$ cat src/rtl/pwm_sample_buffer.sv
// Sample prefetch FIFO between the SDRAM playback controller and the PWM generator.
// Keeps a small queue topped up with single-sample reads and hands out one sample per PWM period.
module pwm_sample_buffer #(
   parameter int DATA_W  = 8,
   parameter int DEPTH   = 16,
   parameter int TIMEOUT = 255
) (
   input  logic                     CLK,
   input  logic                     reset,
   input  logic                     en,
   output logic                     rd_req,
   input  logic                     rd_valid,
   input  logic [DATA_W-1:0]        rd_data,
   input  logic                     sample_req,
   output logic [DATA_W-1:0]        sample_out,
   output logic                     sample_valid,
   output logic [$clog2(DEPTH):0]   level,
   output logic                     underrun,
   output logic [7:0]               underrun_cnt,
   output logic [7:0]               timeout_cnt
);

   localparam int AW  = $clog2(DEPTH);
   localparam int WCW = $clog2(TIMEOUT + 1);
   localparam logic [AW:0]    FULL_LVL = (AW+1)'(DEPTH);
   localparam logic [WCW-1:0] WAIT_LAST = WCW'(TIMEOUT - 1);

   typedef enum logic [1:0] {
      S_IDLE,
      S_REQ,
      S_WAIT
   } state_t;

   state_t              state, state_nx;
   logic [WCW-1:0]      wait_cnt, wait_cnt_nx;
   logic [AW:0]         wr_ptr, rd_ptr;
   logic [DATA_W-1:0]   mem [DEPTH];
   logic                empty, full;
   logic                push, pop, ur_evt, to_evt;

   // Extra pointer MSB keeps full (DEPTH) and empty (0) apart.
   assign level = wr_ptr - rd_ptr;
   assign empty = (level == '0);
   assign full  = (level == FULL_LVL);

   // sample_req is ignored entirely while playback is disabled.
   assign pop    = en && sample_req && !empty;
   assign ur_evt = en && sample_req && empty;

   // A pop in the same cycle frees the slot, so a full FIFO can still accept.
   assign push = en && (state == S_WAIT) && rd_valid && (!full || pop);

   always_comb begin
      state_nx    = state;
      wait_cnt_nx = wait_cnt;
      rd_req      = 1'b0;
      to_evt      = 1'b0;
      if (!en) begin
         state_nx = S_IDLE;
      end else begin
         case (state)
            S_IDLE: begin
               if (!full) state_nx = S_REQ;
            end
            S_REQ: begin
               rd_req      = 1'b1;
               wait_cnt_nx = '0;
               state_nx    = S_WAIT;
            end
            S_WAIT: begin
               if (rd_valid) begin
                  state_nx = S_IDLE;
               end else if (wait_cnt == WAIT_LAST) begin
                  state_nx = S_IDLE;
                  to_evt   = 1'b1;
               end else begin
                  wait_cnt_nx = wait_cnt + 1'b1;
               end
            end
            default: state_nx = S_IDLE;
         endcase
      end
   end

   always_ff @(posedge CLK) begin
      if (reset) begin
         state    <= S_IDLE;
         wait_cnt <= '0;
      end else begin
         state    <= state_nx;
         wait_cnt <= wait_cnt_nx;
      end
   end

   // Storage carries no reset; the pointers define what is valid.
   always_ff @(posedge CLK) begin
      if (!reset && push) mem[wr_ptr[AW-1:0]] <= rd_data;
   end

   always_ff @(posedge CLK) begin
      if (reset) begin
         wr_ptr       <= '0;
         rd_ptr       <= '0;
         sample_out   <= '0;
         sample_valid <= 1'b0;
      end else if (!en) begin
         // Flush by catching up the read side; sample_out keeps driving the PWM.
         rd_ptr       <= wr_ptr;
         sample_valid <= 1'b0;
      end else begin
         if (push) wr_ptr <= wr_ptr + 1'b1;
         if (pop) begin
            rd_ptr       <= rd_ptr + 1'b1;
            sample_out   <= mem[rd_ptr[AW-1:0]];
            sample_valid <= 1'b1;
         end
      end
   end

   always_ff @(posedge CLK) begin
      if (reset) begin
         underrun     <= 1'b0;
         underrun_cnt <= '0;
         timeout_cnt  <= '0;
      end else begin
         underrun <= ur_evt;
         if (ur_evt && underrun_cnt != 8'hFF) underrun_cnt <= underrun_cnt + 8'd1;
         if (to_evt && timeout_cnt != 8'hFF)  timeout_cnt  <= timeout_cnt + 8'd1;
      end
   end

endmodule
$ cat config.mk
export PLATFORM = sky130hd
export DESIGN_NAME = pwm_sample_buffer
export DESIGN_NICKNAME = d
export VERILOG_FILES = /design/src/rtl/pwm_sample_buffer.sv
export SDC_FILE = /design/constraint.sdc
export NUM_CORES = 1
export LEC_CHECK = 0
export CORE_MARGIN = 2
export CORE_UTILIZATION = 25
export CTS_CLUSTER_DIAMETER = 80
export CTS_CLUSTER_SIZE = 24
export DETAILED_ROUTE_END_ITERATION = 7
export GPL_TIMING_DRIVEN = 0
export HOLD_SLACK_MARGIN = 0.08
export PLACE_DENSITY = 0.48
export SLEW_MARGIN = 20
export SYNTH_ARGS = -nofsm -noshare
export SYNTH_HDL_FRONTEND = slang
export SYNTH_SLANG_ARGS = --single-unit
export TNS_END_PERCENT = 1
$ cat constraint.sdc
create_clock -name CLK -period 4.3 [get_ports CLK]
set_clock_uncertainty 0.1 [all_clocks]
set_input_delay 0.43 -clock CLK [delete_from_list [all_inputs] [get_ports CLK]]
set_output_delay 0.43 -clock CLK [all_outputs]
set_load 0.1 [all_outputs]
### Clock wiring as the flow saved it, run 1

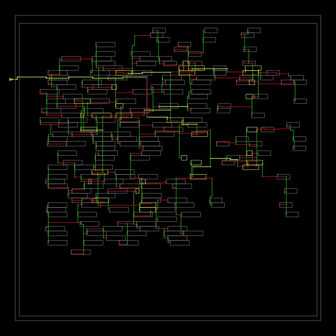
cts bufs inserted: 17
count of clock buffers in the final design: 18
flip-flops: 174
TritonCTS sink count: 174

### Signal wires by layer, run 1

The bar under the picture is 50 um long.
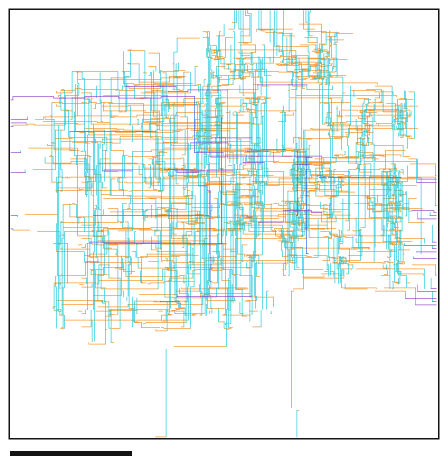
Key: metal 4 = blue [wire length 178 um]; metal 3 = purple [wire length 735 um]; metal 1 = orange [wire length 7910 um]; metal 2 = cyan [wire length 9120 um]
total wirelength of the detailed-routed design: 17900 um
total routing usage reported by global routing: 0.121
detailed-route wire length per cell: 18.2 um
total number of vias: 4602

==> results.py, run 1 <==
# Synthesis and PnR figures
metrics = {
    "finish": {
        "finish.net_count": 615,
        "final_cell_mix": "128 x sky130_fd_sc_hd__edfxtp_1, 46 x sky130_fd_sc_hd__dfxtp_1, 43 x sky130_fd_sc_hd__clkdlybuf4s50_1, 32 x sky130_fd_sc_hd__mux4_2",
        "post-route-util": 0.316,
        "syn2layout_area_growth_pct": 23.5,
        "comb_area_um2": 2590,
        "final_common_cell": "sky130_fd_sc_hd__edfxtp_1",
        "fillerInstances": 2832,
        "num_antenna_cells": 0,
        "layout-drive-gt1-share": 0.193,
        "regArea_um2": 4760,
        "finished_layout_cell_area_um2": 9140,
    },
    "cts": {
        "h-tree-depth": 4,
        "cts.root.buffer_cell": "sky130_fd_sc_hd__clkbuf_16",
        "cts.reportedPaths.clkPinSlew_ns": 0.07,
        "holdBufCountCts": 0,
        "tritoncts_clock_tree": "yes",
        "max-clock-path-buffers": 2,
    },
    "synth": {
        "async_flop_share": 0,
        "synth.cell_area_um2": 7400,
        "yosys.cell_count.top_type": "sky130_fd_sc_hd__edfxtp_1",
        "top_cells_by_count": "128 x sky130_fd_sc_hd__edfxtp_1, 46 x sky130_fd_sc_hd__dfxtp_1, 32 x sky130_fd_sc_hd__mux4_2",
        "numSynthFlops": 174,
        "synth.net_count": 537,
        "synth_largest_type_area_fraction": 0.520,
        "count_of_instantiated_cells_in_the_yosys_netlist": 510,
        "ys_dominant_reg_cell": "sky130_fd_sc_hd__edfxtp_1",
        "yosysWarnings": 0,
        "synth.avg_cell_area_um2": 14.5,
        "yosysTopAreaCell": "sky130_fd_sc_hd__edfxtp_1",
        "syn_inst": 510,
        "synth_cell_type_count": 60,
        "yosys-stat-area_um2": 7400,
        "edf_count": 128,
        "synth-seq-area-share": 0.644,
        "topCellsByArea": "sky130_fd_sc_hd__edfxtp_1 52%, sky130_fd_sc_hd__dfxtp_1 12%, sky130_fd_sc_hd__mux4_2 9.7%",
    },
    "grt": {
        "first_global_vias": 4739,
        "overflow": 0,
        "antenna_violations_before_repair": 0,
        "grt_max_degree": 18,
        "wire_length_of_the_first_global_routing_pass_um": 27900,
    },
    "worst_setup_path": {
        "worst-path-max-fanout": 10,
        "cp.arrival_ns": 4.16,
        "critical_path.reg2reg.endpoint": "mem[8][6]$_DFFE_PP_",
        "cp.depth": 13,
        "buf_inv_stages_crit_path": 7,
        "timing.critical_path.cells": "clkbuf_2 -> buf_2 -> inv_1 -> fa_1 -> xor2_4 -> a211o_1 -> a2111oi_4 -> or2_1 -> buf_4 -> buf_4 -> nor4_2 -> buf_2 -> buf_2",
        "crit_path_end_kind": "flip-flop",
        "worst_path_cell_with_the_longest_stage_delay": "sky130_fd_sc_hd__fa_1",
        "critical_path.startpoint": "rd_ptr[1]$_SDFFE_PP0P_",
        "worst_setup_path_endpoint": "mem[8][6]$_DFFE_PP_",
        "r2r_setup_slack_ns": 0.23,
        "critPathLaunchType": "flip-flop",
        "startpoint_of_the_worst_slack_reg_to_reg_timing_path": "rd_ptr[1]$_SDFFE_PP0P_",
        "critical-path-max-stage-delay_ns": 0.52,
        "worst_ep_required_time_ns": 4.39,
        "crit_top_cell": "sky130_fd_sc_hd__buf_2",
        "r2r_cells": 13,
        "timing.setup.critical_path_class": "flip-flop to flip-flop",
        "timing.critical_path.max_delay_family": "buffers and inverters",
    },
    "pwr": {
        "pwr_density_cell_nw_per_um2": 437,
        "power_uw": 4000,
        "ir_worst_vdd_mv": 0.272,
        "power.static_leakage_uw": 0.00283,
    },
    "sta": {
        "grt_setup_unrepaired": "no",
        "tightestPinTransition_ns": 0.996,
        "fin_hold_ws_ns": 0.387,
        "timing.final.max_slew_violations": 0,
        "timing.final.hold_violations": 0,
        "timing.max_slew.rel_slack": 0.334,
        "max_freq_mhz": 246,
        "fin_crit_sh": 0.946,
        "setup_viol_count_final": 0,
        "fin_crit_ns": 4.07,
    },
    "run": {
        "log.warning_count": 31,
        "cap_viol_max_count": 0,
    },
    "die": {
        "chip_area_um2": 31000,
        "coreArea_um2": 28900,
        "floorplan.core_util": 0.256,
        "row_count": 62,
        "design.portCount": 45,
    },
    "placed_design": {
        "post_place_cell_area_um2": 8550,
        "detailedPlacementHpwl_um": 12600,
        "gp_congestion": 0.743,
    },
    "worst_hold_path": {
        "hold_path_startpoint": "sample_out[3]$_SDFFE_PP0P_",
        "worstHoldPathCells": 2,
        "min_delay_worst_endpoint": "sample_out[3]$_SDFFE_PP0P_",
        "hold_path_class": "flip-flop to flip-flop",
    },
    "status": {
        "status": "completed",
    },
    "drt": {
        "avgViaCountPerCell": 4.67,
        "route.detailed.drc": 0,
        "drt.antenna.violating_nets": 0,
        "dr.first_iter.drc_count": 323,
        "first_pass_iters": 4,
    },
}
### Pin placement, run 1

Pins as bars across the die edge, other pins in gray.
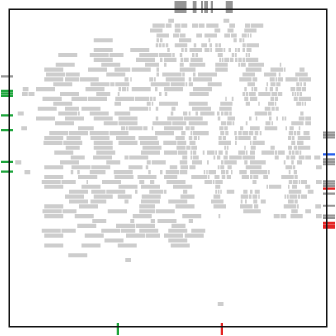
Key: `level` = red [pins 5, direction output, edge 4 right, 1 bottom]; `rd_data` = green [pins 8, direction input, edge 7 left, 1 bottom]; `en` = blue [pins 1, direction input, edge right]
All pins by edge: 18 right, 17 top, 8 left, 2 bottom.
Die X-Extent: 176 um
die y size: 176 um
count of input and output buffers: 44

### Clock network drawn from the DEF, run 1

The bar under the picture is 50 um long.
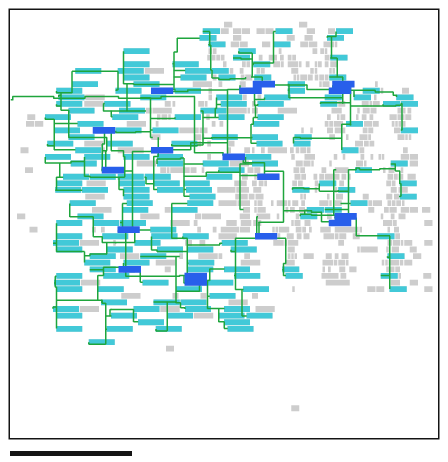
Key: flip-flops = cyan [count 174]; clock wires = green [length 2180 um]; clock drivers = blue [count 17]
There are 18 routed clock nets.
Clock net power: 1520 uW
clock latency on the worst-skew pair: 0.43 ns

-- run 1: per-stage QoR --
stage / setup TNS [ns] / setup slack [ns] / cells
3_3_place_gp: -106.40 / -1.18 / 938
5_1_grt: 0 / 0.0254 / 985
6_report: 0 / 0.231 / 985
2_1_floorplan: -21.38 / -0.300 / 510
3_5_place_dp: -20.67 / -0.401 / 952
4_1_cts: 0 / 0.0846 / 984
-- run 1: where the power goes --
group	internal (uW)	leakage (uW)	switching [uW]
Clock	822	0.000279	703
Sequential	1810	0.00152	12.0
Combinational	205	0.00103	441
Total	2840	0.00283	1160
-- run 1: layout make-up --
type,instances,area share
plain buffers,29,0.0145
clock buffers,18,0.0470
clock inverters,14,0.0167
inverters,16,0.00657
multi-input cells,291,0.283
flip-flops and latches,174,0.522
well taps,384,0.0526
repair buffers,59,0.0577
-- run 1: sequential cells by signal (all words and copies together) (netlist names) --
name,flops
rd_ptr,5
wr_ptr,5
wait_cnt,8
state,2
timeout_cnt,8
sample_out,8
sample_valid,1
underrun,1
mem,128
underrun_cnt,8
-- run 1: per-layer routing --
layer  track usage  share of wire
met1         0.155           0.44
met2         0.204           0.51
met3        0.0284          0.041
met4        0.0334         0.0099
met5             0              0
-- run 1: cell families after synthesis --
| group | count (synthesis) | synth area share |
|---|---|---|
| flops | 174 | 0.644 |
| fa+ha+maj | 14 | 0.0247 |
| buf+inv | 45 | 0.0257 |
| xor+xnor | 16 | 0.0189 |
| mux | 38 | 0.106 |
| simple gates | 140 | 0.101 |
| compound gates | 83 | 0.0792 |
-- run 1: repair_timing --
action                     4_1_cts  5_1_grt
resized                          3        1
pin swaps                        0        1
buffers inserted                 0        1
setup endpoints to repair      120        9
### Sequential cells colored by netlist name, run 1

Other sequential cells in the stronger gray, the rest of the logic in the fainter gray.
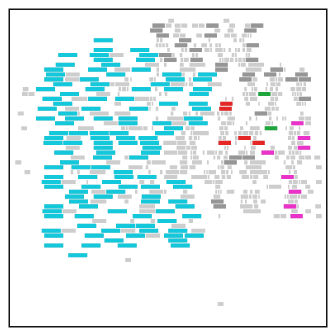

## Run 2: what changed since run 1
Settings changed: CORE_UTILIZATION 25 to 30, MAX_ROUTING_LAYER set to met4, PLACE_DENSITY 0.48 to 0.54.
### Sequential cells colored by netlist name, run 2

Other sequential cells in the stronger gray, the rest of the logic in the fainter gray.
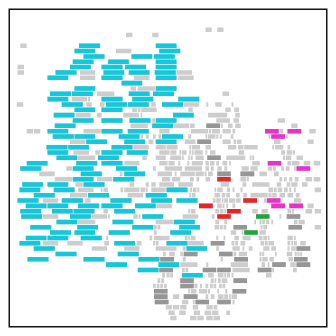
Key: `mem` = cyan [placed flops 128]; `state` = green [placed flops 2]; `rd_ptr` = red [placed flops 5]; `underrun_cnt` = magenta [placed flops 8, where middle right]
Storage cell area: 4760 um^2
final core utilization: 0.373
power of the sequential group: 1830 uW
fraction of area in registers: 0.526

==> run 2 against run 1 <==
Utilization increased by 5.8 points. Power increased by 0.33%. Largest cell class unchanged. Count of clock-buffer cells in the layout unchanged. Synthesized cell count unchanged. Final area decreased by 0.89%. Via count increased by 0.87%.
==> results.py, run 2 <==
# Synthesis and PnR figures
metrics = {
    "cts": {
        "post_cts_repair_timing_setup_buffer_count": 0,
        "holdBufCountCts": 0,
        "clock_latency_ns": 0.44,
        "max-clock-path-buffers": 2,
        "postCtsResizedCells": 5,
        "cts.reportedPaths.clkPinSlew_ns": 0.07,
    },
    "placed_design": {
        "gp_congestion": 0.778,
        "detailedPlacementHpwl_um": 12200,
    },
    "finish": {
        "sh_comb_area": 0.288,
        "fillerInstances": 2313,
        "comb_area_um2": 2610,
        "number_of_flip_flops_in_the_largest_register": 128,
        "non_clock_buffer_count": 81,
        "non_clock_inverter_total_of_the_final_layout": 16,
        "comb.multi_input.count": 291,
        "area_share_nonclk_buffers": 0.0684,
        "final_cell_mix": "128 x sky130_fd_sc_hd__edfxtp_1, 46 x sky130_fd_sc_hd__dfxtp_1, 43 x sky130_fd_sc_hd__clkdlybuf4s50_1, 32 x sky130_fd_sc_hd__mux4_2",
        "nClkBuffers": 18,
        "biggestCellCategory": "sequential cells",
        "num_antenna_cells": 0,
        "finish.net_count": 608,
        "clkCellAreaFrac": 0.0656,
        "final_common_cell": "sky130_fd_sc_hd__edfxtp_1",
        "seq_cells": 174,
    },
    "synth": {
        "synth.avg_cell_area_um2": 14.5,
        "top_cells_by_count": "128 x sky130_fd_sc_hd__edfxtp_1, 46 x sky130_fd_sc_hd__dfxtp_1, 32 x sky130_fd_sc_hd__mux4_2",
        "ys_dominant_reg_cell": "sky130_fd_sc_hd__edfxtp_1",
        "synthXorXnorAreaFrac": 0.0189,
        "edf_count": 128,
        "synth.net_count": 537,
        "async_flop_share": 0,
        "post_synth_main_logic_family": "multiplexers",
        "synth.cellmix.adderShare": 0.0247,
        "mux_share": 0.106,
        "synth_cell_type_count": 60,
        "count_of_instantiated_cells_in_the_yosys_netlist": 510,
        "area_fraction_in_compound_gates_after_synthesis": 0.0792,
        "numSynthFlops": 174,
        "yosysWarnings": 0,
        "syn_inst": 510,
    },
    "grt": {
        "antenna_violations_before_repair": 0,
        "wire_length_of_the_first_global_routing_pass_um": 26800,
        "grt_usage": 0.142,
        "first_global_vias": 4610,
    },
    "run": {
        "cap_viol_max_count": 0,
    },
    "drt": {
        "detail_route.wirelength_um": 17500,
        "first_pass_iters": 5,
        "num_vias": 4642,
        "dr.first_iter.drc_count": 304,
    },
    "worst_setup_path": {
        "cp.arrival_ns": 4.11,
        "critPathLaunchType": "flip-flop",
        "timing.setup.critical_path_class": "flip-flop to flip-flop",
        "critical-path-max-stage-delay_ns": 0.57,
        "worst-path-max-fanout": 10,
        "critical_path.reg2reg.endpoint": "mem[8][0]$_DFFE_PP_",
        "r2r_setup_slack_ns": 0.28,
        "crit_top_cell": "sky130_fd_sc_hd__buf_4",
        "worst_ep_required_time_ns": 4.39,
        "timing.critical_path.max_delay_family": "buffers and inverters",
    },
    "pwr": {
        "switching_share": 0.290,
        "pg_comb_uw": 630,
        "pwr_density_cell_nw_per_um2": 443,
        "power_frac_clock": 0.387,
        "clock_net_power_uw": 1550,
        "net-switching-power_uw": 1160,
        "pwr-share-comb": 0.157,
        "power.static_leakage_uw": 0.00284,
        "p_int_uw": 2850,
    },
    "die": {
        "design.portCount": 45,
        "floorplan.core_util": 0.305,
        "tap-cell-count": 324,
        "die_w_um": 161,
        "coreArea_um2": 24200,
    },
    "worst_hold_path": {
        "worstHoldPathCells": 2,
        "min_delay_worst_endpoint": "sample_out[0]$_SDFFE_PP0P_",
        "hold_path_class": "flip-flop to flip-flop",
    },
    "status": {
        "status": "completed",
    },
    "sta": {
        "max_freq_mhz": 249,
        "timing.final.max_slew_violations": 0,
        "timing.final.hold_violations": 0,
    },
}
==> run 2: cell counts after synthesis <==
No cell type changed its count.
==> run 2: worst min-delay path: stages, from the launching register on <==
cell and delay [ns]:
sky130_fd_sc_hd__dfxtp_1 0.31, sky130_fd_sc_hd__o21ai_0 0.07, sky130_fd_sc_hd__a21oi_1 0.06
==> run 2: worst max-delay path by stage <==
stage | from | endpoint | slack, ns | depth (start not counted)
2_1_floorplan | rd_ptr[1]$_SDFFE_PP0P_ | mem[0][0]$_DFFE_PP_ | -0.30 | 11
3_3_place_gp | rd_ptr[1]$_SDFFE_PP0P_ | mem[7][6]$_DFFE_PP_ | -1.14 | 10
3_5_place_dp | rd_ptr[1]$_SDFFE_PP0P_ | mem[0][5]$_DFFE_PP_ | -0.38 | 12
4_1_cts | rd_ptr[1]$_SDFFE_PP0P_ | mem[15][3]$_DFFE_PP_ | 0.06 | 11
5_1_grt | rd_ptr[1]$_SDFFE_PP0P_ | mem[8][1]$_DFFE_PP_ | 0.11 | 12
6_report | rd_ptr[1]$_SDFFE_PP0P_ | mem[8][0]$_DFFE_PP_ | 0.28 | 12
==> run 2: stage by stage <==
stage / setup TNS (ns) / hold slack [ns] / cells / total power [uW] / worst slack, ns
finish: 0 / 0.387 / 918 / 4010 / 0.283
global route: 0 / 0.419 / 918 / 4150 / 0.112
CTS: 0 / 0.388 / 918 / 4040 / 0.0564
detailed placement: -25.60 / 0.378 / 886 / 2510 / -0.375
global placement: -103.52 / 0.362 / 878 / 2490 / -1.14
floorplan: -21.38 / 0.345 / 510 / 2330 / -0.300
==> run 2: metal layers <==
layer  wire length (um)  GRT usage  vias to the layer above
li1                   -          -                     2137
met1               7620      0.179                     2358
met2               8720      0.231                      125
met3                805     0.0290                       22
met4                323     0.0471                        0
met5                  0          -                        -
### Clock wiring as the flow saved it, run 2

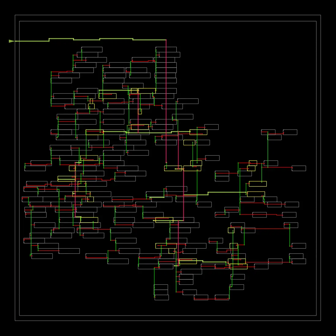

## Run 3: what changed since run 2
Settings changed: CORE_MARGIN 2 to unset.
### Clock wiring as the flow saved it, run 3

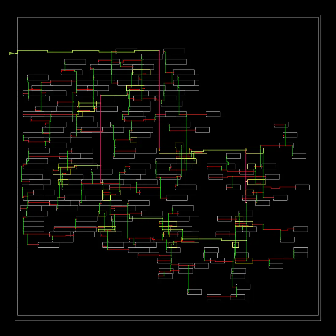
clock latency on the worst-skew pair: 0.44 ns
Clock net power: 1490 uW
count of clock buffers in the final design: 17

==> run 3 against run 2 <==
Setup slack worse by 0.058 ns. Fmax is 1.4% lower. Count of clock-buffer cells in the layout is 1 lower. Sequential share of layout area is 0.24 points higher. Flip-flop count stayed put. Critical path depth is 1 lower. First-iteration DRC count is 4.6% lower.
==> results.py, run 3 <==
# Synthesis and PnR figures
metrics = {
    "drt": {
        "detail_route.wirelength_um": 17400,
        "first_pass_iters": 4,
        "route.detailed.drc": 0,
        "dr.first_iter.drc_count": 290,
        "avgViaCountPerCell": 5.05,
        "num_vias": 4628,
        "drt.antenna.violating_nets": 0,
    },
    "die": {
        "die_w_um": 159,
        "chip_area_um2": 25300,
        "die_y_size_um": 159,
        "design.portCount": 45,
        "row_count": 57,
    },
    "worst_setup_path": {
        "cp.depth": 11,
        "worst_path_cell_with_the_longest_stage_delay": "sky130_fd_sc_hd__nor4b_2",
        "r2r_cells": 11,
        "critical_path.startpoint": "rd_ptr[1]$_SDFFE_PP0P_",
        "timing.critical_path.cells": "clkbuf_2 -> clkbuf_2 -> inv_1 -> fa_1 -> xor2_4 -> nand4b_1 -> a2111oi_4 -> or2_1 -> buf_4 -> nor4b_2 -> buf_2",
        "worst-path-max-fanout": 10,
        "cp.arrival_ns": 4.12,
        "timing.critical_path.max_delay_family": "buffers and inverters",
        "startpoint_of_the_worst_slack_reg_to_reg_timing_path": "rd_ptr[1]$_SDFFE_PP0P_",
        "worst_setup_path_endpoint": "mem[5][6]$_DFFE_PP_",
        "critical_path.reg2reg.endpoint": "mem[5][6]$_DFFE_PP_",
        "critical-path-max-stage-delay_ns": 0.70,
        "critPathLaunchType": "flip-flop",
        "buf_inv_stages_crit_path": 5,
    },
    "sta": {
        "fin_ws_ns": 0.225,
        "fin_crit_ns": 4.07,
        "timing.final.max_slew_violations": 0,
        "timing.final.hold_violations": 0,
        "tightestPinTransition_ns": 1.00,
        "grt_setup_unrepaired": "no",
        "setup_viol_count_final": 0,
        "fin_hold_ws_ns": 0.391,
        "fin_crit_sh": 0.948,
        "timing.max_slew.rel_slack": 0.328,
    },
    "grt": {
        "grt_max_degree": 19,
        "first_global_vias": 4729,
        "overflow": 0,
        "antenna_violations_before_repair": 0,
        "grt_usage": 0.149,
    },
    "synth": {
        "synth_largest_type_area_fraction": 0.520,
        "count_of_instantiated_cells_in_the_yosys_netlist": 510,
        "syn_inst": 510,
        "yosysWarnings": 0,
        "synth.net_count": 537,
        "yosys.cell_count.top_type": "sky130_fd_sc_hd__edfxtp_1",
        "edf_count": 128,
        "topCellsByArea": "sky130_fd_sc_hd__edfxtp_1 52%, sky130_fd_sc_hd__dfxtp_1 12%, sky130_fd_sc_hd__mux4_2 9.7%",
        "yosysTopAreaCell": "sky130_fd_sc_hd__edfxtp_1",
        "async_flop_share": 0,
        "synth.avg_cell_area_um2": 14.5,
        "yosys-stat-area_um2": 7400,
        "numSynthFlops": 174,
    },
    "pwr": {
        "power_frac_clock": 0.378,
        "pwr_density_cell_nw_per_um2": 439,
        "net-switching-power_uw": 1170,
        "power.static_leakage_uw": 0.00279,
        "p_int_uw": 2790,
        "power_uw": 3950,
        "sequential_power_share": 0.462,
    },
    "finish": {
        "fillerInstances": 2337,
        "final_cell_mix": "128 x sky130_fd_sc_hd__edfxtp_1, 46 x sky130_fd_sc_hd__dfxtp_1, 43 x sky130_fd_sc_hd__clkdlybuf4s50_1, 32 x sky130_fd_sc_hd__mux4_2",
        "syn2layout_area_growth_pct": 21.9,
        "num_antenna_cells": 0,
        "layout-drive-gt1-share": 0.185,
        "finished_layout_cell_area_um2": 9010,
    },
    "placed_design": {
        "pre_cts_ws_ns": -0.494,
        "post_place_cell_area_um2": 8400,
        "io_buffer_count": 44,
        "detailedPlacementHpwl_um": 12200,
        "gp_congestion": 0.771,
    },
    "cts": {
        "cts.reportedPaths.clkPinSlew_ns": 0.07,
        "tritoncts_num_sinks": 174,
        "h-tree-depth": 4,
        "cts.root.buffer_cell": "sky130_fd_sc_hd__clkbuf_16",
        "tritoncts_clock_tree": "yes",
        "numCtsBuffers": 17,
    },
    "worst_hold_path": {
        "worstHoldPathCells": 1,
        "min_delay_worst_endpoint": "state[0]$_SDFFE_PP0P_",
        "hold_path_startpoint": "state[1]$_SDFFE_PP0P_",
        "hold_path_class": "flip-flop to flip-flop",
    },
    "status": {
        "status": "completed",
    },
    "run": {
        "log.warning_count": 31,
    },
}
==> run 3: cell counts after synthesis <==
Identical to the previous run, type by type.
==> run 3: metal layers <==
layer  wire (um)  track usage  vias up
met5           0            -        -
met4         262       0.0490        0
met3         648       0.0305       16
met2        8630        0.237       92
met1        7840        0.190     2377
li1            -            -     2143
==> run 3: per-stage QoR <==
step                TNS [ns]  utilization  cells
finish                     0        0.372    917
global route               0        0.372    917
CTS                        0        0.371    917
detailed placement    -26.90        0.346    886
global placement      -93.85        0.342    878
floorplan             -21.38            -    510
==> run 3: area by class of cell <==
class / instances / area [um^2] / area share
buffer: 29 / 133 / 0.0147
multi-input combinational: 291 / 2600 / 0.288
clock buffer: 17 / 425 / 0.0472
sequential: 174 / 4760 / 0.529
clock inverter: 14 / 143 / 0.0158
timing repair buffer: 52 / 484 / 0.0537
tap: 324 / 405 / 0.0450
inverter: 16 / 60.1 / 0.00666
==> run 3: kinds of logic (layout without fill, tap and decap cells) <==
family,after synthesis,after routing,share of synthesized area
AOI/OAI and AO/OA,83,83,0.0792
xor gates and xnor gates,16,16,0.0189
adders and majority gates,14,14,0.0247
buffers and inverters,45,128,0.0257
DFF,174,174,0.644
muxes,38,38,0.106
and+or+nand+nor,140,140,0.101
==> run 3: power groups by stage <==
stage / clock (uW) / combinational [uW] / sequential (uW)
after floorplan: 0 / 377 / 1950
after global placement: 0 / 636 / 1870
after detailed placement: 0 / 643 / 1870
after CTS: 1520 / 643 / 1830
after global routing: 1590 / 678 / 1830
final: 1490 / 632 / 1830
==> run 3: timing repair <==
item,CTS,global route
resized,7,1
pin swaps,0,1
buffers inserted,0,0
endpoints found under the setup margin,114,4
Power figures rest on the tool's default switching activity, not on a simulated workload.
